File: src/rtl/readout_frontend_pkg.sv
// Shared definitions for the readout bin quantizer front-end.
// Holds the default parameter values, the FSM state type and the helper
// that sizes the per-bin accumulators.
package readout_frontend_pkg;

    localparam int DEF_SAMPLE_W        = 16;
    localparam int DEF_SAMPLES_PER_BIN = 8;
    localparam int DEF_NUM_BINS        = 16;
    localparam int DEF_CODE_W          = 2;
    localparam int DEF_SHIFT           = 13;

    typedef enum logic [1:0] {
        ACCUM = 2'd0,
        HOLD  = 2'd1,
        DRAIN = 2'd2
    } state_t;

    // A sum of samples_per_bin values cannot overflow this width.
    function automatic int acc_width(input int sample_w, input int samples_per_bin);
        return sample_w + $clog2(samples_per_bin);
    endfunction

endpackage

File: src/rtl/readout_code_clamp.sv
// Quantizes one bin sum to an unsigned CODE_W-bit code:
//   code = clamp((sum >>> SHIFT) + 2^(CODE_W-1), 0, 2^CODE_W-1)
// Ports:
//   sum   in  ACC_W   signed bin sum
//   code  out CODE_W  saturated unsigned code
module readout_code_clamp #(
    parameter int ACC_W  = 19,
    parameter int CODE_W = 2,
    parameter int SHIFT  = 13
) (
    input  logic signed [ACC_W-1:0]  sum,
    output logic        [CODE_W-1:0] code
);

    // One extra bit so adding the bias can never wrap.
    localparam logic signed [ACC_W:0] BIAS = (ACC_W+1)'(1 << (CODE_W - 1));
    localparam logic signed [ACC_W:0] MAXC = (ACC_W+1)'((1 << CODE_W) - 1);

    logic signed [ACC_W:0] wide;
    logic signed [ACC_W:0] shifted;
    logic signed [ACC_W:0] biased;

    always_comb begin
        wide    = {sum[ACC_W-1], sum};
        shifted = wide >>> SHIFT;
        biased  = shifted + BIAS;
        if (biased[ACC_W]) begin
            code = '0;
        end else if (biased > MAXC) begin
            code = '1;
        end else begin
            code = biased[CODE_W-1:0];
        end
    end

endmodule

File: src/rtl/readout_bin_quantizer_frontend.sv
// Streaming front-end: integrates NUM_BINS windows of SAMPLES_PER_BIN I/Q
// samples, quantizes each window sum and presents the packed feature vector
// on a valid/ready output held stable until accepted.
// Ports:
//   clk, rst_n                  clock, async active-low reset
//   s_valid/s_ready/s_i/s_q/s_last  sample stream in
//   m_valid/m_ready/m_data      packed feature vector out
//   err_len                     sticky trace-length error
//
// state | meaning
// ACCUM | accepting samples, integrating bins
// HOLD  | vector presented, waiting for m_ready
// DRAIN | discarding the tail of an over-long trace up to s_last
module readout_bin_quantizer_frontend
    import readout_frontend_pkg::*;
#(
    parameter int SAMPLE_W        = DEF_SAMPLE_W,
    parameter int SAMPLES_PER_BIN = DEF_SAMPLES_PER_BIN,
    parameter int NUM_BINS        = DEF_NUM_BINS,
    parameter int CODE_W          = DEF_CODE_W,
    parameter int SHIFT           = DEF_SHIFT
) (
    input  logic                            clk,
    input  logic                            rst_n,
    input  logic                            s_valid,
    output logic                            s_ready,
    input  logic signed [SAMPLE_W-1:0]      s_i,
    input  logic signed [SAMPLE_W-1:0]      s_q,
    input  logic                            s_last,
    output logic                            m_valid,
    input  logic                            m_ready,
    output logic [NUM_BINS*2*CODE_W-1:0]    m_data,
    output logic                            err_len
);

    localparam int ACC_W  = acc_width(SAMPLE_W, SAMPLES_PER_BIN);
    localparam int EXT_W  = ACC_W - SAMPLE_W;
    localparam int SC_W   = $clog2(SAMPLES_PER_BIN);
    localparam int BIN_W  = (NUM_BINS > 1) ? $clog2(NUM_BINS) : 1;
    localparam int DATA_W = NUM_BINS * 2 * CODE_W;

    state_t                   state;
    logic [SC_W-1:0]          samp_cnt;
    logic [BIN_W-1:0]         bin_cnt;
    logic signed [ACC_W-1:0]  acc_i, acc_q;
    logic signed [ACC_W-1:0]  sum_i, sum_q;
    logic [CODE_W-1:0]        code_i, code_q;
    logic [DATA_W-1:0]        feat_q, feat_nxt;
    logic                     drain_pending;
    logic                     accept, bin_done, last_bin;

    assign accept   = s_valid && s_ready;
    assign bin_done = (samp_cnt == SC_W'(SAMPLES_PER_BIN - 1));
    assign last_bin = (bin_cnt == BIN_W'(NUM_BINS - 1));
    assign sum_i    = acc_i + $signed({{EXT_W{s_i[SAMPLE_W-1]}}, s_i});
    assign sum_q    = acc_q + $signed({{EXT_W{s_q[SAMPLE_W-1]}}, s_q});

    readout_code_clamp #(.ACC_W(ACC_W), .CODE_W(CODE_W), .SHIFT(SHIFT)) u_clamp_i (
        .sum  (sum_i),
        .code (code_i)
    );

    readout_code_clamp #(.ACC_W(ACC_W), .CODE_W(CODE_W), .SHIFT(SHIFT)) u_clamp_q (
        .sum  (sum_q),
        .code (code_q)
    );

    // Frame under construction with the current bin's codes merged in;
    // m_data only takes it as a whole, so a discarded frame never leaks out.
    always_comb begin
        feat_nxt = feat_q;
        feat_nxt[int'(bin_cnt)*2*CODE_W +: CODE_W]          = code_i;
        feat_nxt[int'(bin_cnt)*2*CODE_W + CODE_W +: CODE_W] = code_q;
    end

    always_ff @(posedge clk or negedge rst_n) begin
        if (!rst_n) begin
            state         <= ACCUM;
            samp_cnt      <= '0;
            bin_cnt       <= '0;
            acc_i         <= '0;
            acc_q         <= '0;
            feat_q        <= '0;
            m_data        <= '0;
            m_valid       <= 1'b0;
            s_ready       <= 1'b0;
            err_len       <= 1'b0;
            drain_pending <= 1'b0;
        end else begin
            case (state)
                ACCUM: begin
                    s_ready <= 1'b1;
                    if (accept) begin
                        if (s_last && !(bin_done && last_bin)) begin
                            err_len  <= 1'b1;
                            samp_cnt <= '0;
                            bin_cnt  <= '0;
                            acc_i    <= '0;
                            acc_q    <= '0;
                        end else if (bin_done) begin
                            samp_cnt <= '0;
                            acc_i    <= '0;
                            acc_q    <= '0;
                            feat_q   <= feat_nxt;
                            if (last_bin) begin
                                bin_cnt <= '0;
                                m_data  <= feat_nxt;
                                m_valid <= 1'b1;
                                s_ready <= 1'b0;
                                state   <= HOLD;
                                if (!s_last) begin
                                    err_len       <= 1'b1;
                                    drain_pending <= 1'b1;
                                end
                            end else begin
                                bin_cnt <= bin_cnt + BIN_W'(1);
                            end
                        end else begin
                            samp_cnt <= samp_cnt + SC_W'(1);
                            acc_i    <= sum_i;
                            acc_q    <= sum_q;
                        end
                    end
                end
                HOLD: begin
                    s_ready <= 1'b0;
                    if (m_ready) begin
                        m_valid       <= 1'b0;
                        s_ready       <= 1'b1;
                        drain_pending <= 1'b0;
                        state         <= drain_pending ? DRAIN : ACCUM;
                    end
                end
                DRAIN: begin
                    s_ready <= 1'b1;
                    if (accept && s_last) begin
                        state <= ACCUM;
                    end
                end
                default: begin
                    state   <= ACCUM;
                    s_ready <= 1'b0;
                end
            endcase
        end
    end

endmodule
File: config.mk
export PLATFORM = sky130hd
export DESIGN_NAME = readout_bin_quantizer_frontend
export DESIGN_NICKNAME = d
export VERILOG_FILES = /design/src/rtl/readout_frontend_pkg.sv /design/src/rtl/readout_code_clamp.sv /design/src/rtl/readout_bin_quantizer_frontend.sv
export SDC_FILE = /design/constraint.sdc
export NUM_CORES = 1
export LEC_CHECK = 0
export CAP_MARGIN = 0
export CORE_MARGIN = 2
export CORE_UTILIZATION = 57
export DETAILED_ROUTE_END_ITERATION = 12
export PLACE_DENSITY = 0.8
export SYNTH_ARGS = -nofsm -noshare
export SYNTH_HDL_FRONTEND = slang
export SYNTH_SLANG_ARGS = --single-unit
File: constraint.sdc
create_clock -name clk -period 4.8 [get_ports clk]
set_input_delay 0.48 -clock clk [delete_from_list [all_inputs] [get_ports clk]]
set_output_delay 0.48 -clock clk [all_outputs]
set_load 0.02 [all_outputs]
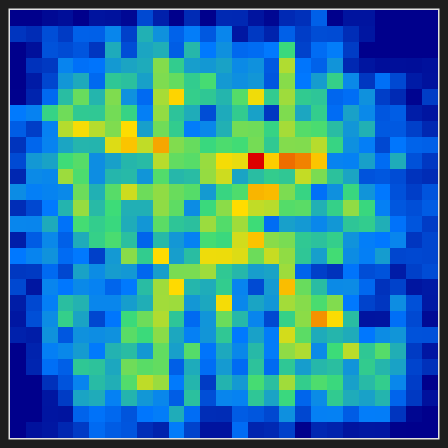
(run_1/route_heat.png)
27 x 27 tiles, from dark blue (low) to red (high), scaled to the fullest tile. Values are wire area over tile area, all layers added.
- mean over tiles: 0.21
- nearly empty tiles: 5.9%
- fullest tile: 0.65
- emptiest ninth of the die: upper right
- densest ninth of the die: center
- tiles over half the peak: 20%
DR vias: 8543
per-cell routed wire length: 16.6 µm
WL final: 23600 µm

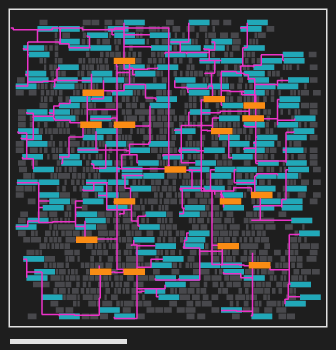
(run_1/clock_wires.png)
The bar under the picture is 50 µm long.
- clock wires: magenta (length 2150 µm)
- clock-net drivers: orange (count 17)
- flip-flops: cyan (count 179)
- flops lie: widely spread
part of the power in the clock network: 28.9%
clk_lat worst skew: 440 ps
Max Clock Skew: 10.0 ps

==> out/qor.yml, run 1 <==
worst_setup_path:
  crit_end: "m_data[40]"
  slowest_stage: "or4b_1"
  r2r_setup_slack_ps: 620
  path_buffers: 3
  path_cells: "clkdlybuf4s50_1 -> ha_1 -> nand3_2 -> or3_1 -> or3_1 -> and3_1 -> or2_2 -> inv_1 -> ha_1 -> nand3_1 -> or4b_1 -> a311o_1 -> buf_4 -> a221o_1"
status:
  status: "finished clean"
final_layout:
  seq_area_share_pct: 38.7
clock_tree:
  clkTransAtPathRegs_ps: 70
  htree_levels: 4
  root_buffer: "clkbuf_16"
  cts_hold_buffers: 0
synth:
  ys_cells: 1092
  top_cells_by_count: "nand2_1, dfrtp_1, o21ai_0"
  synthTopLogicFamily: "simple AND/OR/NAND/NOR gates"
  syn_nets: 1179
  edf_count: 0
power_and_ir_drop:
  switching_power_mw: 1.69
  seq_cell_power_mw: 1.69
  powerClk_mw: 1.37
  p_per_area_nw_per_um2: 408
die:
  ios: 104
  initCoreUtil_pct: 58.3
worst_hold_path:
  hp-class: "in2async"
grt:
  grt_max_degree: 94
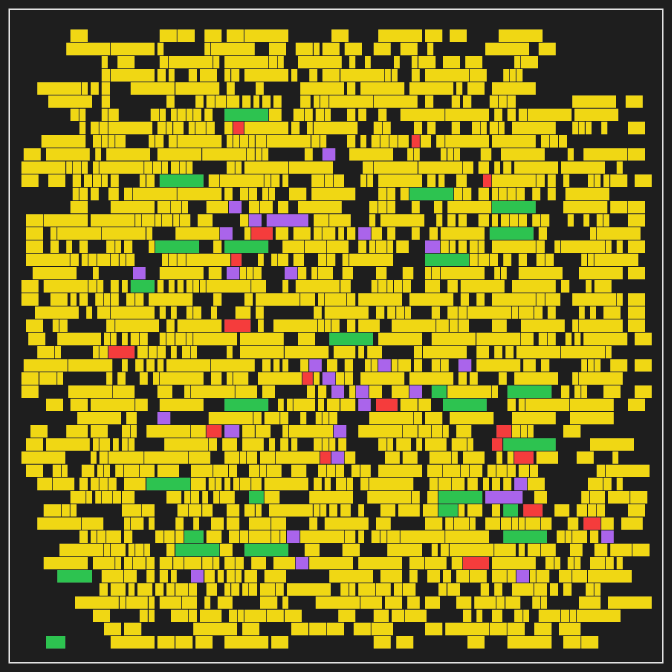
(run_1/sizing.png)
- x6 and larger: green (cells 26; share 2.2%; most used clkbuf_16)
- x3 and x4: purple (cells 29; share 2.4%; most used buf_4)
- x1 and smaller: yellow (cells 1127; share 94%; most used nand2_1)
- x2: red (cells 17; share 1.4%)
final worst slack: 556 ps
bufs w/o clock: 127
Final Instance Area: 11600 µm²
synthesis-to-layout area growth: 19.1%

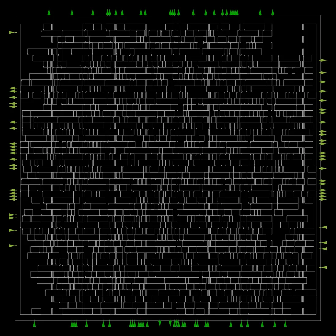
(run_1/placed.png)
Non-Filler Instances: 1419
Core Region: 16600 µm²
# fillers: 1319

## run 1: flip-flops by register name, indices dropped and copies added, names as in the netlist
| signal | cells |
|---|---|
| s_ready | 1 |
| acc_i | 19 |
| m_valid | 1 |
| acc_q | 19 |
| state | 2 |
| err_len | 1 |
| samp_cnt | 3 |
| feat_q | 64 |
| bin_cnt | 4 |
| drain_pending | 1 |
| m_data | 64 |
## run 1: logic make-up after synthesis
group,Yosys count
and+or+nand+nor,430
AOI/OAI and AO/OA,324
DFF,179
buffers and inverters,73
adders and majority gates,50
xor gates and xnor gates,33
muxes,3
## run 1: placed cells by master (no fill, tap or decap), drive strengths merged, types with 5 or more instances in the layout
cell / synthesis / final
o21a: 7 / 7
o41ai: 5 / 5
nand2: 194 / 194
clkdlybuf4s50: 0 / 102
xor2: 17 / 17
o211ai: 5 / 5
xnor2: 16 / 16
or4: 5 / 5
nand4: 23 / 23
and3: 13 / 13
nor2: 65 / 65
clkbuf: 45 / 20
dfrtp: 179 / 179
ha: 48 / 48
and2: 8 / 8
nor4: 5 / 5
inv: 21 / 26
o21ai: 138 / 138
a21o: 10 / 10
buf: 7 / 25
o31ai: 8 / 8
a22o: 14 / 14
or3: 7 / 7
nor3: 22 / 22
a21oi: 88 / 88
nand3: 58 / 58
nand2b: 12 / 12
a22oi: 5 / 5
a221oi: 5 / 5
## run 1: stage by stage
stage               utilization, %  hold WS (ps)
finish                        69.5          87.8
global route                  69.5           159
CTS                           69.5           131
detailed placement            66.1           454
global placement              66.1           450
floorplan                        -           184
## run 1: per-layer routing
metal  up-vias  track usage, %  wire length (µm)
met3        35            4.58              1370
met5         -               0                 0
li1       4116               -                 -
met4         0            8.83               396
met2       264            42.6             11100
met1      4128            37.6             10800
==> run 1 -> run 2 <==
GPL_ROUTABILITY_DRIVEN = 0   (was not set)
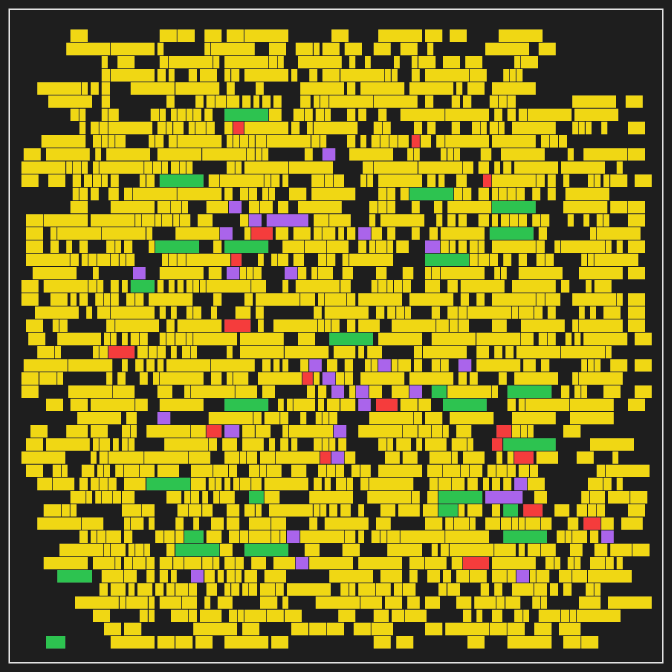
(run_2/sizing.png)

==> out/qor.yml, run 2 <==
status:
  status: "finished clean"
placed_design:
  hpwl_um: 16300
clock_tree:
  clkLatencyLatePin_ps: 440
  htree_levels: 4
  cts_hold_buffers: 0
  clkTransAtPathRegs_ps: 70
worst_hold_path:
  hp-class: "in2async"
final_layout:
  fin_area_um2: 11600
  final_cell_mix: "nand2_1, dfrtp_1, o21ai_0"
  logic_area_um2: 4940
  final_core_util_pct: 69.5
  final_cells: 1419
  final_common_cell: "nand2_1"
  reg_top3: "feat_q: 64 flops, m_data: 64 flops"
die:
  ios: 104
  initCoreUtil_pct: 58.3
  core-area_um2: 16600
power_and_ir_drop:
  p_per_area_nw_per_um2: 408
route:
  routed_wire_length_per_instance_um: 16.6
  wirelength_um: 23600
  via_count: 8543
synth:
  syn_nets: 1179
  edf_count: 0
  top_cells_by_count: "nand2_1, dfrtp_1, o21ai_0"
  ys_cells: 1092
grt:
  grt_max_degree: 94
  met2_usage_pct: 42.6
  gr-usage-met3_pct: 4.58
  grtUsageMet1_pct: 37.6
worst_setup_path:
  path_cells: "clkdlybuf4s50_1 -> ha_1 -> nand3_2 -> or3_1 -> or3_1 -> and3_1 -> or2_2 -> inv_1 -> ha_1 -> nand3_1 -> or4b_1 -> a311o_1 -> buf_4 -> a221o_1"
  path_buffers: 3
  slowest_stage: "or4b_1"
timing:
  finClkSkew_ps: 10.0
  worst_slack_ps: 556
  hold_ws_ps: 87.8
  finalClockPeriodUsage_pct: 88.4
==> run 2: report_power, final <==
| part | total [mW] | switching (mW) | internal [mW] |
|---|---|---|---|
| Combinational | 1.66 | 0.994 | 0.666 |
| Sequential | 1.69 | 0.0689 | 1.63 |
| Clock | 1.37 | 0.625 | 0.740 |
| Total | 4.72 | 1.69 | 3.03 |
==> run 2: worst paths after layout <==
kind                       startpoint         end  slack [ps]  cells after the start
max                           s_i[11]  m_data[40]         560                     14
min in group clk           m_data[14]  m_data[14]         470                      2
max in group asynchronous       rst_n  m_data[50]        3760                      2
max reg2reg                 acc_i[11]  m_data[40]         620                     13
min                             rst_n    acc_q[8]          90                      1
min reg2reg                m_data[14]  m_data[14]         470                      2
==> run 2: kinds of logic after synthesis <==
group | after synthesis | synth area share [%]
xor gates and xnor gates | 33 | 2.98
muxes | 3 | 0.322
DFF | 179 | 46.1
adders and majority gates | 50 | 6.60
AOI/OAI and AO/OA | 324 | 20.2
buffers and inverters | 73 | 3.03
and+or+nand+nor | 430 | 20.7
==> run 2: worst register-to-register path, delay by kind of cell, from the launching register on <==
kind,cells,cell delay (ps)
simple gates,7,2030
compound gates,2,790
buf+inv,2,320
flops,1,390
fa+ha+maj,2,560
==> run 2: area by class of cell <==
type / instances / area share [%]
inverters: 21 / 0.681
clock inverters: 12 / 1.05
clock buffers: 20 / 3.86
well taps: 220 / 2.38
multi-input cells: 840 / 42.7
flip-flops and latches: 179 / 38.7
repair buffers: 127 / 10.6
==> run 2: layer usage <==
layer / up-vias / share of wire [%] / wire [µm]
met5: - / 0 / 0
met4: 0 / 1.7 / 396
met3: 35 / 5.8 / 1370
met2: 264 / 47 / 11100
met1: 4128 / 46 / 10800
li1: 4116 / - / -
==> run 2 -> run 3 <==
CTS_CLUSTER_SIZE = 30   (was not set)
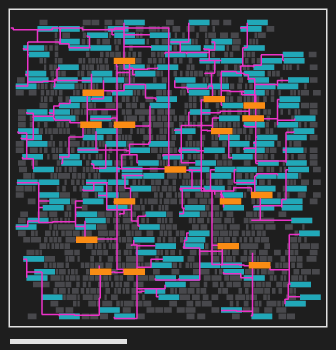
(run_3/clock_wires.png)
The bar under the picture is 50 µm long.
P_clk: 1.37 mW

==> out/qor.yml, run 3 <==
placed_design:
  hpwl_um: 16300
clock_tree:
  cts_hold_buffers: 0
  htree_levels: 4
power_and_ir_drop:
  clkPwrFrac_pct: 28.9
  seq_cell_power_mw: 1.69
  switching_power_mw: 1.69
  p_int_mw: 3.03
  power.share.combinational_pct: 35.2
  p_seq_share_pct: 35.9
  powerComb_mw: 1.66
timing:
  finalClockPeriodUsage_pct: 88.4
  worst_slack_ps: 556
  hold_ws_ps: 87.8
route:
  routed_wire_length_per_instance_um: 16.6
  via_count: 8543
worst_setup_path:
  r2r_setup_slack_ps: 620
  reg2reg_from: "acc_i[11]"
synth:
  ys_cells: 1092
  edf_count: 0
die:
  ios: 104
  initCoreUtil_pct: 58.3
final_layout:
  fin_area_um2: 11600
  reg_top3: "feat_q: 64 flops, m_data: 64 flops"
status:
  status: "finished clean"
==> run 3: cell counts after synthesis <==
Identical to the previous run, type by type.
==> run 3: worst min path at each step <==
stage | from | endpoint | slack [ps] | cells past startpoint
after floorplan | rst_n | acc_i[0] | 180 | 0
after global placement | m_data[42] | m_data[42] | 450 | 2
final | rst_n | acc_q[8] | 90 | 1
after detailed placement | err_len | err_len | 450 | 1
after CTS | rst_n | acc_q[8] | 130 | 1
after global routing | rst_n | acc_q[8] | 160 | 1
==> run 3: logic make-up (layout without fill, tap and decap cells) <==
logic type,after synthesis,in the layout,share of synthesized area (%)
XOR/XNOR,33,33,2.98
AND-OR/OR-AND,324,324,20.2
buffers and inverters,73,180,3.03
flip-flops,179,179,46.1
AND/OR/NAND/NOR,430,430,20.7
multiplexers,3,3,0.322
adder cells (fa/ha/maj),50,50,6.60
==> run 3: layer usage <==
metal	up-vias	part of all wire, %	track usage [%]	wire length (µm)
li1	4116	-	-	-
met1	4128	46	37.6	10800
met2	264	47	42.6	11100
met3	35	5.8	4.58	1370
met4	0	1.7	8.83	396
met5	-	0	0	0
==> run 3: layout make-up <==
class,instances,area [µm²]
fill,1319,5070
multi-input combinational,840,4940
sequential,179,4480
timing repair buffer,127,1220
clock buffer,20,447
tap,220,275
clock inverter,12,121
inverter,21,78.8
==> run 3: worst max-delay path: stages <==
cell and delay, ps:
clkdlybuf4s50_1 400, ha_1 390, nand3_2 130, or3_1 390, or3_1 370, and3_1 240
or2_2 320, inv_1 70, ha_1 170, nand3_1 70, or4b_1 510, a311o_1 500
buf_4 250, a221o_1 290
No activity file was given, so power comes from the tool's default toggle rates.
